==> images/class_map.png <==
Fill, decap, tap and diode cells in grey.
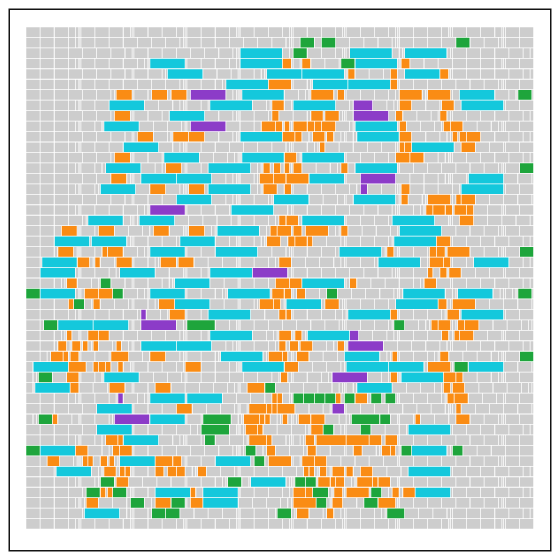
==> images/layers.png <==
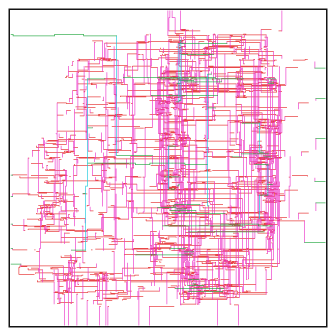
==> config.mk <==
export PLATFORM = sky130hd
export DESIGN_NAME = mic_sample_deser
export DESIGN_NICKNAME = d
export VERILOG_FILES = /design/src/rtl/mic_pkg.sv /design/src/rtl/mic_sample_fifo.sv /design/src/rtl/mic_sample_deser.sv
export SDC_FILE = /design/constraint.sdc
export NUM_CORES = 1
export LEC_CHECK = 0
export CAP_MARGIN = 0
export CORE_MARGIN = 4
export CORE_UTILIZATION = 30
export DETAILED_ROUTE_END_ITERATION = 8
export HOLD_SLACK_MARGIN = 0.03
export PLACE_DENSITY_LB_ADDON = 0.1
export SKIP_LAST_GASP = 1
export SLEW_MARGIN = 15
export SYNTH_ARGS = -nofsm -noshare
export SYNTH_HDL_FRONTEND = slang
export SYNTH_SLANG_ARGS = --single-unit
==> constraint.sdc <==
create_clock -name clk_sclk -period 2.7 [get_ports clk_sclk]
set_input_delay 0.54 -clock clk_sclk [delete_from_list [all_inputs] [get_ports clk_sclk]]
set_output_delay 0.54 -clock clk_sclk [all_outputs]
set_load 0.02 [all_outputs]
==> src/rtl/mic_pkg.sv <==
// Shared constants and types for the PmodMIC sample deserializer.
// Defaults here describe the PmodMIC frame: 4 leading zeros followed by a 12-bit sample.
package mic_pkg;

  localparam int DATA_W_DEF     = 12;
  localparam int LEAD_ZEROS_DEF = 4;
  localparam int FRAME_LEN      = DATA_W_DEF + LEAD_ZEROS_DEF;
  localparam int FIFO_DEPTH_DEF = 4;

  localparam logic [DATA_W_DEF-1:0] MIC_MIDSCALE = 12'h800;

  // Bit counter must hold FRAME_LEN itself, not just FRAME_LEN-1.
  localparam int BIT_CNT_W = $clog2(FRAME_LEN + 1);

  // Outcome of the frame checker on the cycle ncs is first seen high.
  typedef enum logic [1:0] {
    FR_NONE = 2'd0,
    FR_GOOD = 2'd1,
    FR_BAD  = 2'd2
  } frame_evt_e;

  function automatic int cnt_width(input int len);
    return $clog2(len + 1);
  endfunction

endpackage

==> src/rtl/mic_sample_fifo.sv <==
// Small sample queue: DATA_W x DEPTH, registered head output, full/empty from an extra pointer bit.
// A write while full is refused and reported on drop unless a pop frees a slot in the same cycle.
module mic_sample_fifo
  import mic_pkg::*;
#(
  parameter int DATA_W = DATA_W_DEF,
  parameter int DEPTH  = FIFO_DEPTH_DEF
) (
  input  logic              clk_sclk,
  input  logic              rst,
  input  logic              push,
  input  logic [DATA_W-1:0] din,
  input  logic              pop,
  output logic [DATA_W-1:0] dout,
  output logic              valid,
  output logic              full,
  output logic              drop
);

  localparam int AW = $clog2(DEPTH);

  logic [DATA_W-1:0] mem [DEPTH];
  logic [AW:0]       wr_ptr;
  logic [AW:0]       rd_ptr;
  logic [AW:0]       rd_nx;
  logic              empty;
  logic              do_pop;
  logic              do_push;

  assign empty   = (wr_ptr == rd_ptr);
  assign full    = (wr_ptr[AW] != rd_ptr[AW]) && (wr_ptr[AW-1:0] == rd_ptr[AW-1:0]);
  assign valid   = !empty;

  assign do_pop  = pop && !empty;
  assign do_push = push && (!full || do_pop);
  assign drop    = push && full && !do_pop;

  assign rd_nx   = do_pop ? rd_ptr + (AW+1)'(1) : rd_ptr;

  always_ff @(posedge clk_sclk) begin
    if (do_push) mem[wr_ptr[AW-1:0]] <= din;
  end

  // Head register: bypass the incoming word when it becomes the new head
  // (write into empty queue, or popping the last entry while writing).
  always_ff @(posedge clk_sclk or posedge rst) begin
    if (rst) begin
      wr_ptr <= '0;
      rd_ptr <= '0;
      dout   <= '0;
    end else begin
      if (do_push) wr_ptr <= wr_ptr + (AW+1)'(1);
      rd_ptr <= rd_nx;
      if (do_push && (wr_ptr[AW-1:0] == rd_nx[AW-1:0]))
        dout <= din;
      else
        dout <= mem[rd_nx[AW-1:0]];
    end
  end

endmodule

==> src/rtl/mic_sample_deser.sv <==
// PmodMIC frame deserializer: shifts sdata while ncs is low, validates length/header, queues samples.
// MIC_SIGNED_OUT_EN: when defined, samples are converted from offset binary to two's complement.
module mic_sample_deser
  import mic_pkg::*;
#(
  parameter int DATA_W     = DATA_W_DEF,
  parameter int LEAD_ZEROS = LEAD_ZEROS_DEF,
  parameter int FIFO_DEPTH = FIFO_DEPTH_DEF
) (
  input  logic              clk_sclk,
  input  logic              rst,
  input  logic              ncs,
  input  logic              sdata,
  output logic [DATA_W-1:0] sample_data,
  output logic              sample_valid,
  input  logic              sample_ready,
  output logic              frame_err,
  output logic              overrun,
  output logic [7:0]        ovr_count
);

  localparam int FRM_LEN = DATA_W + LEAD_ZEROS;
  localparam int CNT_W   = cnt_width(FRM_LEN);

  logic [FRM_LEN-1:0] shreg;
  logic [CNT_W-1:0]   bit_cnt;
  logic               long_flag;
  frame_evt_e         evt;
  logic [DATA_W-1:0]  sample_conv;
  logic               push_vld;
  logic [DATA_W-1:0]  push_data;
  logic               fifo_full;
  logic               drop;

  // Frame checker: evaluated on the first edge that sees ncs high after bits arrived.
  always_comb begin
    evt = FR_NONE;
    if (ncs && (bit_cnt != '0)) begin
      if ((bit_cnt == CNT_W'(FRM_LEN)) && !long_flag &&
          (shreg[FRM_LEN-1 -: LEAD_ZEROS] == '0))
        evt = FR_GOOD;
      else
        evt = FR_BAD;
    end
  end

`ifdef MIC_SIGNED_OUT_EN
  assign sample_conv = {~shreg[DATA_W-1], shreg[DATA_W-2:0]};
`else
  assign sample_conv = shreg[DATA_W-1:0];
`endif

  always_ff @(posedge clk_sclk or posedge rst) begin
    if (rst) begin
      shreg     <= '0;
      bit_cnt   <= '0;
      long_flag <= 1'b0;
    end else if (!ncs) begin
      if (bit_cnt < CNT_W'(FRM_LEN)) begin
        shreg   <= {shreg[FRM_LEN-2:0], sdata};
        bit_cnt <= bit_cnt + CNT_W'(1);
      end else begin
        long_flag <= 1'b1;
      end
    end else if (bit_cnt != '0) begin
      bit_cnt   <= '0;
      long_flag <= 1'b0;
    end
  end

  // One register stage between checker and queue: valid appears two edges after ncs rises.
  always_ff @(posedge clk_sclk or posedge rst) begin
    if (rst) begin
      push_vld  <= 1'b0;
      push_data <= '0;
      frame_err <= 1'b0;
    end else begin
      push_vld  <= (evt == FR_GOOD);
      frame_err <= (evt == FR_BAD);
      if (evt == FR_GOOD) push_data <= sample_conv;
    end
  end

  mic_sample_fifo #(
    .DATA_W (DATA_W),
    .DEPTH  (FIFO_DEPTH)
  ) u_fifo (
    .clk_sclk (clk_sclk),
    .rst      (rst),
    .push     (push_vld),
    .din      (push_data),
    .pop      (sample_ready),
    .dout     (sample_data),
    .valid    (sample_valid),
    .full     (fifo_full),
    .drop     (drop)
  );

  always_ff @(posedge clk_sclk or posedge rst) begin
    if (rst) begin
      overrun   <= 1'b0;
      ovr_count <= '0;
    end else begin
      overrun <= drop;
      if (drop && (ovr_count != 8'hFF)) ovr_count <= ovr_count + 8'd1;
    end
  end

endmodule
==> results.cfg <==
; generated from flow reports
[run_status]
status = complete, no violations

[synth]
yosys_area_sq_um = 5260
synth_flop_count = 111
syn_area_sq_um = 5260
yosysTopAreaCell = dfrtp_1
synthCells = 412
aoi_share_pct = 12.6
xor_share_pct = 3.43
fp_nets = 425

[final_layout]
synthToLayoutAreaGrowth_pct = 18.9
largest_register_ffs = 48
layout.cells.most_common = dfrtp_1
final.fill_count = 1661
layout-drive-gt1-share_pct = 20.8
antenna_cells = 0

[route]
wl_met3_microns = 653
top_layer = met4
drtAntennaViolNets = 0
num_vias = 3585
drt_wl_total_mm = 13.5
first_iter_violations = 233

[global_routing]
grt_pass1_vias = 3681
use_met3_pct = 2.70
grt_overflow = 0
grt_pass1_wl_mm = 21.5

[placement]
hpwl_mm = 8.53
pre_cts_ws_ns = 0.117
place.gp.congestion = 0.771
dp.cells = 666

[power]
pg_comb_mw = 2.42
power_frac_seq_pct = 36.4
clkPwrFrac_pct = 22.6
finalPower_mw = 5.92
pg_seq_mw = 2.16
switching_share_pct = 35.8

[setup_path]
crit_buf_inv = 1
critical_path.cell_chain = xor2_2 > o31ai_4 > buf_4 > nor3_1 > a221oi_1 > o32ai_2
end_kind = flop
path_delay_family = AND-OR/OR-AND gates
start_kind = flop
cp.required_ns = 2.92

[floorplanning]
ios = 28
initial_utilization_pct = 30.5
chipArea_sq_um = 19700

[final_timing]
final-setup-viol-count = 0
hold_viol = 0

[clock_network]
clk_latency_ns = 0.35
cts-htree-levels = 3
About class_map.png:
- purple: clock drivers and dummy loads (cells 16; share of their area 4.9%)
- orange: remaining logic cells (cells 273; share of their area 35%)
- cyan: registers (cells 111; share of their area 51%)
- green: remaining buffers and delay cells (cells 57; share of their area 9.2%)
Core Box Area: 17200 sq um
Seq/total area: 48.2%
fin util: 36.3%
FP Rows: 48
fin area: 6250 sq um

About layers.png:
- red: M1 (wire length 6060 microns)
- green: M3 (wire length 654 microns)
- cyan: M4 (wire length 297 microns)
- magenta: M2 (wire length 6510 microns)
GRT Util Overall: 14.1%
DR WL/cell: 19.8 microns

## repair_timing
item,in CTS,in global routing
gates resized,0,2
setup endpoints to repair,0,1
hold buffers,0,0
## layout make-up
cell class	count	area, sq um	share of cell area, %
flip-flops and latches	111	3020	48.2
multi-input cells	259	2060	32.9
repair buffers	57	552	8.82
well taps	225	282	4.50
clock buffers	12	268	4.28
inverters	14	52.6	0.840
clock inverters	4	23.8	0.380
## path summary, 6_finish.rpt
check	cells past startpoint	end	startpoint
max	6	u_fifo.dout[3]	u_fifo.rd_ptr[1]
min	1	long_flag	long_flag
max reg2reg	6	u_fifo.dout[3]	u_fifo.rd_ptr[1]
min reg2reg	1	long_flag	long_flag
max in group asynchronous	3	push_data[8]	rst
min in group asynchronous	2	ovr_count[4]	rst
